$ cat config.mk
export PLATFORM = sky130hd
export DESIGN_NAME = rtc_bus_arbiter
export DESIGN_NICKNAME = d
export VERILOG_FILES = /design/src/rtl/rtc_bus_pkg.sv /design/src/rtl/rtc_bus_mux.sv /design/src/rtl/rtc_bus_arbiter.sv
export SDC_FILE = /design/constraint.sdc
export NUM_CORES = 1
export LEC_CHECK = 0
export ABC_CLOCK_PERIOD_IN_PS = 2100
export CAP_MARGIN = 30
export CORE_UTILIZATION = 32
export CTS_BUF_LIST = sky130_fd_sc_hd__clkbuf_4
export CTS_CLUSTER_DIAMETER = 80
export DETAILED_ROUTE_END_ITERATION = 6
export GPL_TIMING_DRIVEN = 0
export PLACE_DENSITY = 0.88
export RECOVER_POWER = 25
export SYNTH_ARGS = -nofsm -noshare
export SYNTH_HDL_FRONTEND = slang
export SYNTH_SLANG_ARGS = --single-unit
export TNS_END_PERCENT = 100
$ cat constraint.sdc
create_clock -name clk -period 2.1 [get_ports clk]
set_clock_uncertainty 0.2 [all_clocks]
set_input_delay 0.21 -clock clk [delete_from_list [all_inputs] [get_ports clk]]
set_output_delay 0.21 -clock clk [all_outputs]
set_load 0.03 [all_outputs]
$ cat src/rtl/rtc_bus_pkg.sv
// Shared types, constants and helpers for the RTC bus arbiter.
package rtc_bus_pkg;

    // Arbiter FSM states.
    typedef enum logic {
        ST_INIT = 1'b0,
        ST_ARB  = 1'b1
    } rtc_bus_state_t;

    // Counter value of the function generator at which the bus may change hands.
    localparam logic [6:0] SAFE_POINT_DEFAULT = 7'h4A;

    // Widest request vector the priority encoder handles; callers zero-extend.
    localparam int MAX_CH = 32;

    // Priority encoder: keeps only the lowest set bit (bit 0 = highest priority).
    function automatic logic [MAX_CH-1:0] one_hot_lowest(input logic [MAX_CH-1:0] vec);
        return vec & (~vec + MAX_CH'(1));
    endfunction

endpackage

$ cat src/rtl/rtc_bus_mux.sv
// One-hot N-way address/data mux with a read-scanner fallback when nothing is selected.
module rtc_bus_mux #(
    parameter int N_CH = 5,
    parameter int AW   = 8,
    parameter int DW   = 8
) (
    input  logic [N_CH-1:0]    sel,
    input  logic [N_CH*AW-1:0] addr_in,
    input  logic [N_CH*DW-1:0] data_in,
    input  logic [AW-1:0]      addr_fb,
    output logic [AW-1:0]      address,
    output logic [DW-1:0]      data
);

    // AND-OR selection; an all-zero select drives the read address with zero data.
    always_comb begin
        address = '0;
        data    = '0;
        if (sel == '0) begin
            address = addr_fb;
        end else begin
            for (int i = 0; i < N_CH; i++) begin
                if (sel[i]) begin
                    address = address | addr_in[i*AW +: AW];
                    data    = data    | data_in[i*DW +: DW];
                end
            end
        end
    end

endmodule

$ cat src/rtl/rtc_bus_arbiter.sv
// Fixed-priority arbiter for the shared RTC bus with power-up init window.
//
//   state   | meaning
//   --------+------------------------------------------------------------
//   ST_INIT | init window: channel 0 forced granted, requests ignored
//   ST_ARB  | normal arbitration at each transaction-safe point
//
// The INIT->ARB edge is itself an arbitration: the grant moves straight to the
// lowest pending request (or read mode), so a request held through the window
// is served on the edge that ends it. Collision is only recorded in ST_ARB.
module rtc_bus_arbiter
    import rtc_bus_pkg::*;
#(
    parameter int              N_CH        = 5,
    parameter int              AW          = 8,
    parameter int              DW          = 8,
    parameter int              CNT_W       = 7,
    parameter logic [CNT_W-1:0] SAFE_POINT = CNT_W'(SAFE_POINT_DEFAULT),
    parameter int              INIT_CYCLES = 1035
) (
    input  logic                clk,
    input  logic                reset,
    input  logic [N_CH-1:0]     req,
    input  logic [N_CH*AW-1:0]  addr_wr,
    input  logic [N_CH*DW-1:0]  data_wr,
    input  logic [AW-1:0]       addr_rd,
    input  logic [CNT_W-1:0]    bus_cnt,
    output logic [AW-1:0]       address,
    output logic [DW-1:0]       data,
    output logic [N_CH-1:0]     grant,
    output logic                write_mode,
    output logic                init_active,
    output logic                collision
);

    localparam int INIT_W = (INIT_CYCLES < 2) ? 1 : $clog2(INIT_CYCLES + 1);
    localparam logic [INIT_W-1:0] INIT_LAST = INIT_W'(INIT_CYCLES);

    rtc_bus_state_t    state_q, state_d;
    logic [N_CH-1:0]   grant_q, grant_d;
    logic [INIT_W-1:0] init_cnt_q, init_cnt_d;
    logic              collision_q, collision_d;

    logic              safe_pt;
    logic              init_done;
    logic              owner_req;
    logic [N_CH-1:0]   grant_lowest;

    assign safe_pt      = (bus_cnt == SAFE_POINT);
    assign init_done    = (init_cnt_q == INIT_LAST);
    assign owner_req    = |(grant_q & req);
    // N_CH must not exceed MAX_CH; upper encoder bits are always zero here.
    assign grant_lowest = N_CH'(one_hot_lowest(MAX_CH'(req)));

    // State, grant, init counter and sticky collision registers.
    always_ff @(posedge clk or posedge reset) begin
        if (reset) begin
            state_q     <= ST_INIT;
            grant_q     <= N_CH'(1);
            init_cnt_q  <= '0;
            collision_q <= 1'b0;
        end else begin
            state_q     <= state_d;
            grant_q     <= grant_d;
            init_cnt_q  <= init_cnt_d;
            collision_q <= collision_d;
        end
    end

    // Next-state logic: grant only moves on a safe-point edge.
    always_comb begin
        state_d     = state_q;
        grant_d     = grant_q;
        init_cnt_d  = init_cnt_q;
        collision_d = collision_q;
        unique case (state_q)
            ST_INIT: begin
                grant_d = N_CH'(1);
                if (!init_done) begin
                    init_cnt_d = init_cnt_q + INIT_W'(1);
                end
                if (init_done && safe_pt) begin
                    state_d = ST_ARB;
                    grant_d = grant_lowest;
                end
            end
            ST_ARB: begin
                if (safe_pt) begin
                    if (!owner_req) begin
                        grant_d = grant_lowest;
                    end
                    if ($countones(req) > 1) begin
                        collision_d = 1'b1;
                    end
                end
            end
            default: begin
                state_d = ST_INIT;
                grant_d = N_CH'(1);
            end
        endcase
    end

    assign grant       = grant_q;
    assign write_mode  = |grant_q;
    assign init_active = (state_q == ST_INIT);
    assign collision   = collision_q;

    rtc_bus_mux #(
        .N_CH (N_CH),
        .AW   (AW),
        .DW   (DW)
    ) u_mux (
        .sel     (grant_q),
        .addr_in (addr_wr),
        .data_in (data_wr),
        .addr_fb (addr_rd),
        .address (address),
        .data    (data)
    );

endmodule

==> images/placed.png <==
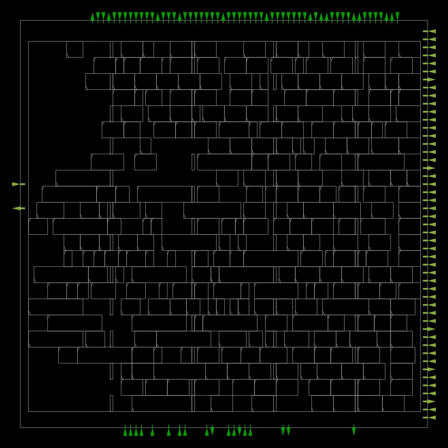
layout sequential cell count: 18
standard cell core area: 0.00414 mm²
Seq/total area: 15.3%
Tap Count: 50
Filler cells: 315

==> images/layers.png <==
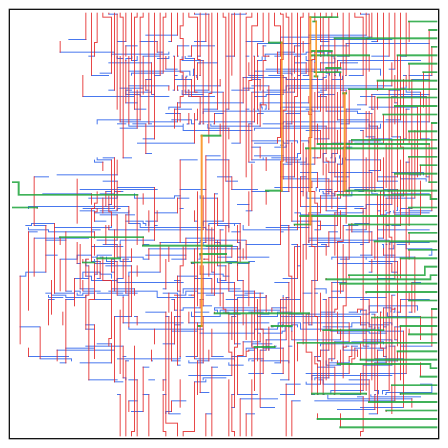
red -> M2  # wire length 3330 µm
blue -> M1  # wire length 2220 µm
orange -> M4  # wire length 112 µm
green -> M3  # wire length 610 µm

==> summary.txt <==
The synthesis and place-and-route flow finished, so here is a summary.

The die height came out at just under 70 µm. The number of nets in the finished design is 400. The post-layout total power is approximately 0.90 mW.

For the final routed database, the setup TNS stands at -0.0158 ns. The adder-cell share of the synthesized area is 4.90%. The antenna diode instance count is 0. The count of nets left with antenna violations once routing finished came out at 0. The checks that failed: negative setup slack. The reported leakage power came out at about 1.2 nW. For this run, the total global-route usage over all layers was measured as a little over a fifth. The peak supply drop is between 0.4 and 0.5 mV. The number of hold-repair buffers added at the cts stage is 0. The share of synthesized area occupied by flip-flops and latches came out at a little under a third. The script reports the combined buffer and inverter count of the critical path as 3. The register bit count reported by yosys is 18. The initial DRC count came out at around 220. Measured along the x axis, the die boundary spans 68.8 µm. The ratio of final minimum period to clock period came out at 101%. The post-route netlist has between 20% and 30% of its cells at a drive strength greater than 1.

The via density per instance is 5.64. The number of cells on the critical path came out at 5. The standard-cell row count came out at 23. In this run, the synthesized area fraction spent on and/or/nand/nor cells is recorded as a little over a fifth. The tool warning count came out at 30.

For this run, asynchronously set or reset flops after synthesis account for 100%. The peak fanout along the critical path is 9. The clock group power came out at 0.172 mW. Routed signal wires occupy layers up through met4. In the final routed layout, each cell accounts on average for 18.4 µm. The tool flagged a number of max-cap violations equal to 0. The worst setup path is captured at an output pin. The synthesized area per cell came out at roughly 9.2 µm².

The global-route met2 utilization is 42.6%. The area of all placed cells without fillers came out at about 0.003 mm². The remaining global-route overflow came out at 0.

The cell total after placement is around 330. The synthesized chip area reported by yosys came out at 0.00143 mm². The floorplan die area is 0.00474 mm². In the synthesized netlist, the dominant kind of combinational cell is AND-OR/OR-AND gates.

The TritonCTS clock tree is built. The AND-OR/OR-AND share of the synthesized area is 29.6%. The initial antenna violation count came out at 0. Entering global routing, the biggest net connects 19 pins. The synthesized instance count is 156. Setup slack on the critical path of the routed design comes to -0.0158 ns.

The total setup violations reported at the end of the flow is 1. Measured against its own limit, the worst slew margin works out to between 50% and 60%. The launch point of the worst register-to-register path is recorded as grant[0]$_DFFE_PP1P_.

The DRC violations left came out at 0. The pin closest to its max-slew limit shows a slew of 0.667 ns. The net switching power is approximately 0.24 mW.

The critical path in this run is classified as flop to output pin. The share of total power in sequential cells is roughly two fifths. The number of unique standard cell types used by synthesis came out at 39.

met2 is the most crowded layer. The library cells used most frequently in the layout, excluding fill and tap cells, are sky130_fd_sc_hd__clkdlybuf4s50_1, sky130_fd_sc_hd__nand2_1, sky130_fd_sc_hd__a222oi_1, sky130_fd_sc_hd__a22oi_1, sky130_fd_sc_hd__dfrtp_1. The final-report hold violation count is 0.

The synthesis log from Yosys contains 0 warnings. The mapped cell area came out at between 0.001 and 0.0015 mm². The area fraction in xor and xnor cells came out at 5.52%.

Combinational logic burns around two fifths of the power. The required arrival time at the worst endpoint is between 1.5 and 2 ns. The area fraction in mux cells came out at between 1.5 and 2%.

The power density over the cells is a little over 300 mW/mm². The fraction of the core area covered by cells at the end of the flow came out at between 70% and 80%. The routed design could run at a clock period as short as about 2.1 ns.

In this run the number of H-tree levels came out at 1. The biggest cell delay along the critical path came out at around 0.40 ns. The instance area after placement came out at approximately 0.0027 mm². The final max-slew violation count recorded for this run is 0. The routing usage on met1 is around 24%.

The finished layout holds 342 standard cells, fillers aside. The via count of the first global-routing pass is around 1.7k. For this design the top-level I/O count stands at around 130. The relative area change from synthesis to final layout is 106%. The net count of the mapped netlist came out at ~260. The power attributed to sequential cells is between 0.3 and 0.4 mW.

The type recorded for the worst min-delay path is input pin to async pin. The met2 wirelength from detailed routing is ~3300 µm. The wire length of the first global-routing pass came out at about 7800 µm.

The met3 layer wire length in the routed design came out at between 600 and 700 µm. Looking at the critical path, the single cell with the biggest stage delay is sky130_fd_sc_hd__dfrtp_1. The total internal power came out at around 0.66 mW. The run finished, with violations left.
==> images/m3.png <==
Scale bar: 20 µm.
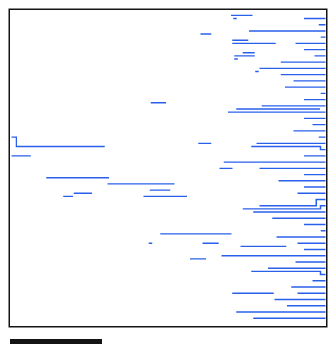
share of all routed wire = 9.7%
wire length on this layer = 610 µm
longest straight run = 22.3 µm
wire length after detailed routing: 6280 µm
total via count after detailed routing: 1928
met3 track demand over resource in global routing: 5.43%

==> images/clock_wires.png <==
Scale bar: 20 µm.
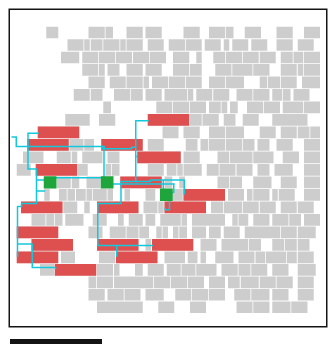
green -> clock-net drivers  # count 3
red -> flip-flops  # count 18
cyan -> clock wires  # length 204 µm
routed clock nets = 4
clk latency late pin: 0.30 ns
portion of total power attributed to the clock network: 19.1%

==> final timing paths <==
| kind | to | slack [ns] |
|---|---|---|
| setup / recovery | address[3] | -0.02 |
| hold / removal | grant[1]$_DFFE_PP0P_ | 0.23 |
| setup reg to reg | grant[0]$_DFFE_PP1P_ | 0.19 |
| hold reg to reg | init_cnt_q[10]$_DFFE_PP0P_ | 0.29 |
| max in group asynchronous | init_cnt_q[3]$_DFFE_PP0P_ | 1.03 |
| min in group clk | init_cnt_q[10]$_DFFE_PP0P_ | 0.29 |
==> flip-flops by register name (all words and copies together) (netlist names) <==
| signal | cells |
|---|---|
| collision | 1 |
| state_q | 1 |
| grant | 5 |
| init_cnt_q | 11 |
==> layout make-up <==
cell class	instances	area, µm²	share of cell area [%]
timing repair buffer	132	1280	43.4
multi-input combinational	122	993	33.7
sequential	18	452	15.3
buffer	12	116	3.95
tap	50	62.6	2.12
clock buffer	3	22.5	0.765
inverter	4	15.0	0.510
clock inverter	1	3.75	0.127
==> what timing repair did <==
item,4_1_cts,5_1_grt
gates resized,112,41
pin swaps,2,12
buffers inserted,1,6
setup endpoints to repair,17,18
endpoints found under the hold margin,0,0
==> cells in the mapped netlist, drive strengths merged, types with 2 or more instances <==
cell type,instances,area (µm²)
o22ai,3,18.8
a22oi,17,128
xor2,3,26.3
a222oi,17,170
nand4,3,18.8
nand3,6,30.0
clkbuf,3,11.3
nor2,12,47.6
xnor2,6,52.6
nor3,3,15.0
ha,4,50.1
a31oi,8,50.1
and2,2,15.0
nor4b,4,50.1
nand2,20,75.1
buf,9,48.8
dfrtp,17,425
inv,4,15.0
Power figures rest on the tool's default switching activity, not on a simulated workload.
